Figure 1. Placement by cell class.
Scale: 4 px per micron.
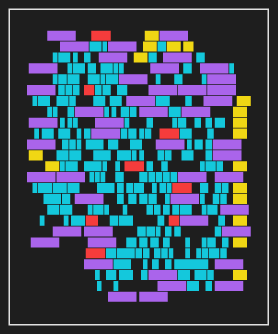
Figure 2. Sizing map.
Scale: 4 px per micron.
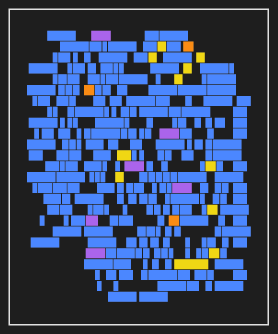
Figure 3. Met1 routing.
Scale: 6 px per micron.
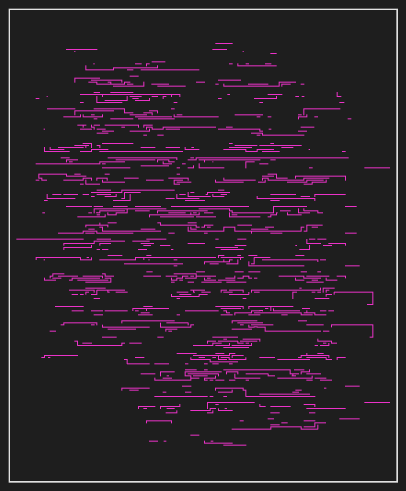
Figure 4. Close-up of the layout.
Window x 4 to 29, y 46 to 71 microns. Cells in gray, sequential cells in the stronger gray; small squares are vias.
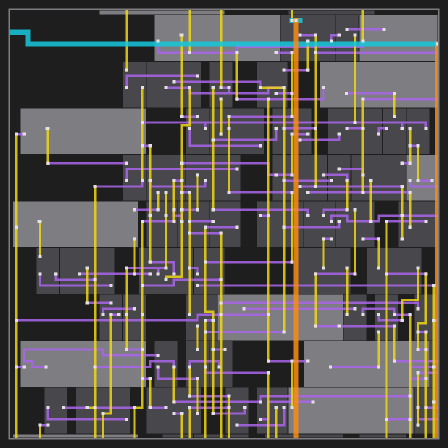
`config.mk`:
```
export PLATFORM = sky130hd
export DESIGN_NAME = ps2_receive
export DESIGN_NICKNAME = d
export VERILOG_FILES = /design/src/rtl/ps2_pkg.sv /design/src/rtl/ps2_sync_edge.sv /design/src/rtl/ps2_receive.sv
export SDC_FILE = /design/constraint.sdc
export NUM_CORES = 1
export LEC_CHECK = 0
export CAP_MARGIN = 10
export CORE_ASPECT_RATIO = 1.25
export CORE_MARGIN = 4
export CORE_UTILIZATION = 55
export CTS_CLUSTER_SIZE = 16
export DETAILED_ROUTE_END_ITERATION = 7
export PLACE_DENSITY = 0.76
export SLEW_MARGIN = 0
export SYNTH_ARGS = -nofsm -noshare
export SYNTH_HDL_FRONTEND = slang
export SYNTH_SLANG_ARGS = --single-unit
```
`constraint.sdc`:
```
create_clock -name clk -period 5.2 [get_ports clk]
set_input_delay 1.04 -clock clk [delete_from_list [all_inputs] [get_ports clk]]
set_output_delay 1.04 -clock clk [all_outputs]
set_load 0.01 [all_outputs]
```
`src/rtl/ps2_pkg.sv`:
```
`default_nettype none
// +----------------------------------------------------------------------+
// | ps2_pkg : shared PS/2 receiver types, frame constants and scan codes |
// | Revision 1.0                                                         |
// +----------------------------------------------------------------------+
package ps2_pkg;

  typedef enum logic [1:0] {
    IDLE   = 2'd0,
    DATA   = 2'd1,
    PARITY = 2'd2,
    STOP   = 2'd3
  } ps2_rx_state_t;

  localparam int PS2_DATA_BITS  = 8;
  localparam int PS2_FRAME_BITS = 11;

  localparam logic [7:0] PS2_BREAK  = 8'hF0;
  localparam logic [7:0] PS2_EXTEND = 8'hE0;

  // Odd parity holds when the data bits plus the parity bit contain an odd count of ones.
  function automatic logic ps2_parity_ok(input logic [7:0] data, input logic parity);
    return ^{data, parity};
  endfunction

endpackage
`default_nettype wire

```
`src/rtl/ps2_sync_edge.sv`:
```
`default_nettype none
// +----------------------------------------------------------------------+
// | ps2_sync_edge : PS/2 line synchroniser with registered clock fall    |
// | Revision 1.0                                                         |
// +----------------------------------------------------------------------+
module ps2_sync_edge #(
  parameter int SYNC_STAGES = 2
) (
  input  logic clk,
  input  logic reset,
  input  logic clk_async_i,
  input  logic data_async_i,
  output logic clk_fall_o,
  output logic data_level_o
);

  // The extra top bit of the clock chain holds the previous synced level.
  logic [SYNC_STAGES:0]   clk_sync_q;
  logic [SYNC_STAGES-1:0] data_sync_q;
  logic                   fall_q;

  // Lines idle high, so reset to 1 to avoid a spurious fall after reset.
  always_ff @(posedge clk) begin
    if (reset) begin
      clk_sync_q  <= '1;
      data_sync_q <= '1;
      fall_q      <= 1'b0;
    end else begin
      clk_sync_q  <= {clk_sync_q[SYNC_STAGES-1:0], clk_async_i};
      data_sync_q <= {data_sync_q[SYNC_STAGES-2:0], data_async_i};
      fall_q      <= clk_sync_q[SYNC_STAGES] & ~clk_sync_q[SYNC_STAGES-1];
    end
  end

  assign clk_fall_o   = fall_q;
  assign data_level_o = data_sync_q[SYNC_STAGES-1];

endmodule
`default_nettype wire

```
`src/rtl/ps2_receive.sv`:
```
`default_nettype none
// +----------------------------------------------------------------------+
// | ps2_receive : device-to-host PS/2 frame receiver with error pulses   |
// | Revision 1.0                                                         |
// +----------------------------------------------------------------------+
module ps2_receive
  import ps2_pkg::*;
#(
  parameter int SYNC_STAGES    = 2,
  parameter int TIMEOUT_CYCLES = 50000
) (
  input  logic       clk,
  input  logic       reset,
  input  logic       read_enable,
  input  logic       ps2_clock,
  input  logic       ps2_data,
  output logic [7:0] received_data,
  output logic       received_valid,
  output logic       parity_error,
  output logic       frame_error,
  output logic       busy
);

  localparam int            CW            = $clog2(TIMEOUT_CYCLES + 1);
  localparam logic [CW-1:0] c_timeout_m1  = CW'(TIMEOUT_CYCLES - 1);
  localparam logic [2:0]    c_last_bit    = 3'(PS2_DATA_BITS - 1);

  logic clk_fall;
  logic data_sync;

  ps2_rx_state_t state_q, state_d;
  logic [7:0]    shift_q, shift_d;
  logic [2:0]    bit_cnt_q, bit_cnt_d;
  logic [CW-1:0] to_cnt_q, to_cnt_d;
  logic          parity_q, parity_d;
  logic [7:0]    data_q, data_d;
  logic          valid_q, valid_d;
  logic          perr_q, perr_d;
  logic          ferr_q, ferr_d;

  ps2_sync_edge #(
    .SYNC_STAGES (SYNC_STAGES)
  ) u_sync (
    .clk          (clk),
    .reset        (reset),
    .clk_async_i  (ps2_clock),
    .data_async_i (ps2_data),
    .clk_fall_o   (clk_fall),
    .data_level_o (data_sync)
  );

  always_ff @(posedge clk) begin
    if (reset) begin
      state_q   <= IDLE;
      shift_q   <= '0;
      bit_cnt_q <= '0;
      to_cnt_q  <= '0;
      parity_q  <= 1'b0;
      data_q    <= '0;
      valid_q   <= 1'b0;
      perr_q    <= 1'b0;
      ferr_q    <= 1'b0;
    end else begin
      state_q   <= state_d;
      shift_q   <= shift_d;
      bit_cnt_q <= bit_cnt_d;
      to_cnt_q  <= to_cnt_d;
      parity_q  <= parity_d;
      data_q    <= data_d;
      valid_q   <= valid_d;
      perr_q    <= perr_d;
      ferr_q    <= ferr_d;
    end
  end

  always_comb begin
    state_d   = state_q;
    shift_d   = shift_q;
    bit_cnt_d = bit_cnt_q;
    to_cnt_d  = to_cnt_q;
    parity_d  = parity_q;
    data_d    = data_q;
    valid_d   = 1'b0;
    perr_d    = 1'b0;
    ferr_d    = 1'b0;

    if (state_q != IDLE && !read_enable) begin
      // Command sender has taken the bus: abandon silently.
      state_d   = IDLE;
      bit_cnt_d = '0;
      to_cnt_d  = '0;
    end else if (state_q != IDLE && !clk_fall && to_cnt_q == c_timeout_m1) begin
      state_d   = IDLE;
      bit_cnt_d = '0;
      to_cnt_d  = '0;
      ferr_d    = 1'b1;
    end else begin
      if (state_q != IDLE) begin
        to_cnt_d = to_cnt_q + 1'b1;
      end
      if (clk_fall) begin
        to_cnt_d = '0;
        case (state_q)
          IDLE: begin
            if (read_enable && !data_sync) begin
              state_d   = DATA;
              bit_cnt_d = '0;
              shift_d   = '0;
            end
          end
          DATA: begin
            shift_d[bit_cnt_q] = data_sync;
            bit_cnt_d          = bit_cnt_q + 3'd1;
            if (bit_cnt_q == c_last_bit) begin
              state_d = PARITY;
            end
          end
          PARITY: begin
            parity_d = data_sync;
            state_d  = STOP;
          end
          STOP: begin
            // A bad stop bit outranks a parity failure.
            if (!data_sync) begin
              ferr_d = 1'b1;
            end else if (ps2_parity_ok(shift_q, parity_q)) begin
              data_d  = shift_q;
              valid_d = 1'b1;
            end else begin
              perr_d = 1'b1;
            end
            state_d = IDLE;
          end
          default: state_d = IDLE;
        endcase
      end
    end
  end

  assign received_data  = data_q;
  assign received_valid = valid_q;
  assign parity_error   = perr_q;
  assign frame_error    = ferr_q;
  assign busy           = (state_q != IDLE);

endmodule
`default_nettype wire

```
==> impl_metrics.toml <==
# flow metrics
[run_status]
outcome = "finished clean"

[die]
tap-cell-count = 54
die-height_microns = 78.5
io_pins = 17
dieArea_sq_um = 5060
die_x_microns = 64.4

[clock_tree]
cts-buffers-inserted = 5
cts-htree-levels = 2
clk_pin_slew_ns = 0.09
clock_sinks = 47
cts_tree = "done"
cts-root-buf = "clkbuf_8"
post_cts_buffers = 0

[layout]
syn_to_final_growth_pct = 11.2
clock_area_frac = 0.0381
comb-cell-share = 0.452
seq_cell_count = 47
antennaDiodeCount = 0
inv_count = 17

[worst_setup_path]
cpMaxStageDelayCell = "clkdlybuf4s50_1"
path_depth = 4
reg2regPathDepth = 5
critPathMaxStageDelay_ns = 0.56
start_kind = "flop"
endpoint = "busy"
reg2reg_from = "state_q[1]$_SDFFE_PP0P_"
cp_num_buf_inv = 3
critPathTopFamily = "buffers and inverters"
crit_chain = "inv_1 -> ha_1 -> inv_1 -> clkdlybuf4s50_1"
path_class = "flop to output port"
worstPathMaxFanout = 15

[placement]
dp_cells = 311
gp_congestion = 0.748

[routing]
drcViolationCount = 0
highest_layer = "met4"
detail-route-antenna-nets = 0
firstDrtPassIters = 4
wl_met1_mm = 1.72
routed_via_density = 5.18
vias = 1652
met2WireLength_mm = 1.75

[logic_synthesis]
yosys-top-cells-area = "dfxtp_1, a21oi_1, nor2_1"
synth.top_cell.area_share = 0.430
syn-cell-area_sq_um = 2190
synth_top_cell_by_count = "dfxtp_1"
syn_avg_cell_area_sq_um = 8.75
yosysWarnings = 0
yosys_cells = 250

[global_routing]
grt_util_met2 = 0.275
gr-usage-met1 = 0.189
antenna_found_initial = 0

[timing]
grt_setup_unrepaired = "no"
fin_setup_tns_ns = 0
fmax_mhz = 344
finalCriticalPeriod_ns = 2.91
finalSetupViolCount = 0

[power_and_ir_drop]
p_leak_nw = 0.879
swShare = 0.228
p_clk_frac = 0.372

[job]
maxCapViolCount = 0

[hold_path]
hold_class = "flop to flop"
Back to the opening pictures, Figure 1:
legend:
  red:
    class: clock drivers and dummy loads
    cells: 8
    share_of_their_area: 3.9%
  purple:
    class: registers
    cells: 47
    share_of_their_area: 40%
  cyan:
    class: remaining logic cells
    cells: 193
    share_of_their_area: 49%
  yellow:
    class: remaining buffers and delay cells
    cells: 17
    share_of_their_area: 7.1%

Back to the opening pictures, Figure 2:
legend:
  purple:
    size: x6 and larger
    cells: 6
    share: 2.3%
  orange:
    size: x3 and x4
    cells: 3
    share: 1.1%
  yellow:
    size: x2
    cells: 11
    share: 4.2%
  blue:
    size: x1 and smaller
    cells: 245
    share: 92%

Back to the opening pictures, Figure 3:
share of all routed wire: 47%
main direction: horizontal
wire length on this layer: 1720 microns
nets with wire on the layer: 251
longest straight run: 25.3 microns

Back to the opening pictures, Figure 4:
legend:
  orange:
    layer: M4
  purple:
    layer: M1
  cyan:
    layer: M3
  yellow:
    layer: M2
cells with their middle in the window: 55
sequential cells in the window: 9
most frequent: nor2_1 (12), dfxtp_1 (9), xor2_1 (8)
netlist names of flops here include: `to_cnt_q` (9)

-- power groups by stage --
stage	Sequential [W]	Combinational, W	Clock [W]
finish	0.000363	0.0000139	0.000223
global route	0.000363	0.0000158	0.000246
CTS	0.000363	0.0000141	0.000230
detailed placement	0.000371	0.0000141	0
global placement	0.000371	0.0000140	0
floorplan	0.000371	0.0000115	0
-- cell families after synthesis --
group	count (synthesis)	synth area share
simple gates	91	0.216
compound gates	52	0.133
flops	47	0.430
buf+inv	27	0.0675
xor+xnor	22	0.0950
fa+ha+maj	7	0.0400
mux	4	0.0183
-- sequential cells by signal, summed over array words and instances (netlist names), 2 cells and up --
signal              cells
to_cnt_q               16
received_data           8
shift_q                 8
bit_cnt_q               3
u_sync.clk_sync_q       3
state_q                 2
u_sync.data_sync_q      2
-- placed cells by master (no fill, tap or decap), types with 2 or more instances in the layout --
cell type	n
a21oi_1	24
a22oi_1	2
and3_1	2
and4_1	2
clkbuf_8	5
clkdlybuf4s50_1	16
clkinvlp_4	2
dfxtp_1	47
ha_1	7
inv_1	16
mux2i_1	4
nand2_1	11
nand3_1	10
nand4_1	3
nand4b_1	3
nor2_1	28
nor2b_1	5
nor3_1	7
nor4_1	3
o21ai_0	18
or2_2	6
or3_1	4
or3_2	3
xnor2_1	12
xor2_1	9
-- per-stage QoR --
step / power [W] / hold slack [ns] / setup slack [ns] / util / cell area [sq um]
after floorplan: 0.000382 / 0.389 / 2.97 / - / 2190
after global placement: 0.000385 / 0.391 / 2.29 / 0.613 / 2340
after detailed placement: 0.000385 / 0.403 / 2.27 / 0.613 / 2340
after CTS: 0.000607 / 0.421 / 2.28 / 0.637 / 2430
after global routing: 0.000625 / 0.442 / 2.17 / 0.637 / 2430
final: 0.000600 / 0.418 / 2.29 / 0.637 / 2430
Power and IR drop assume default switching activity.
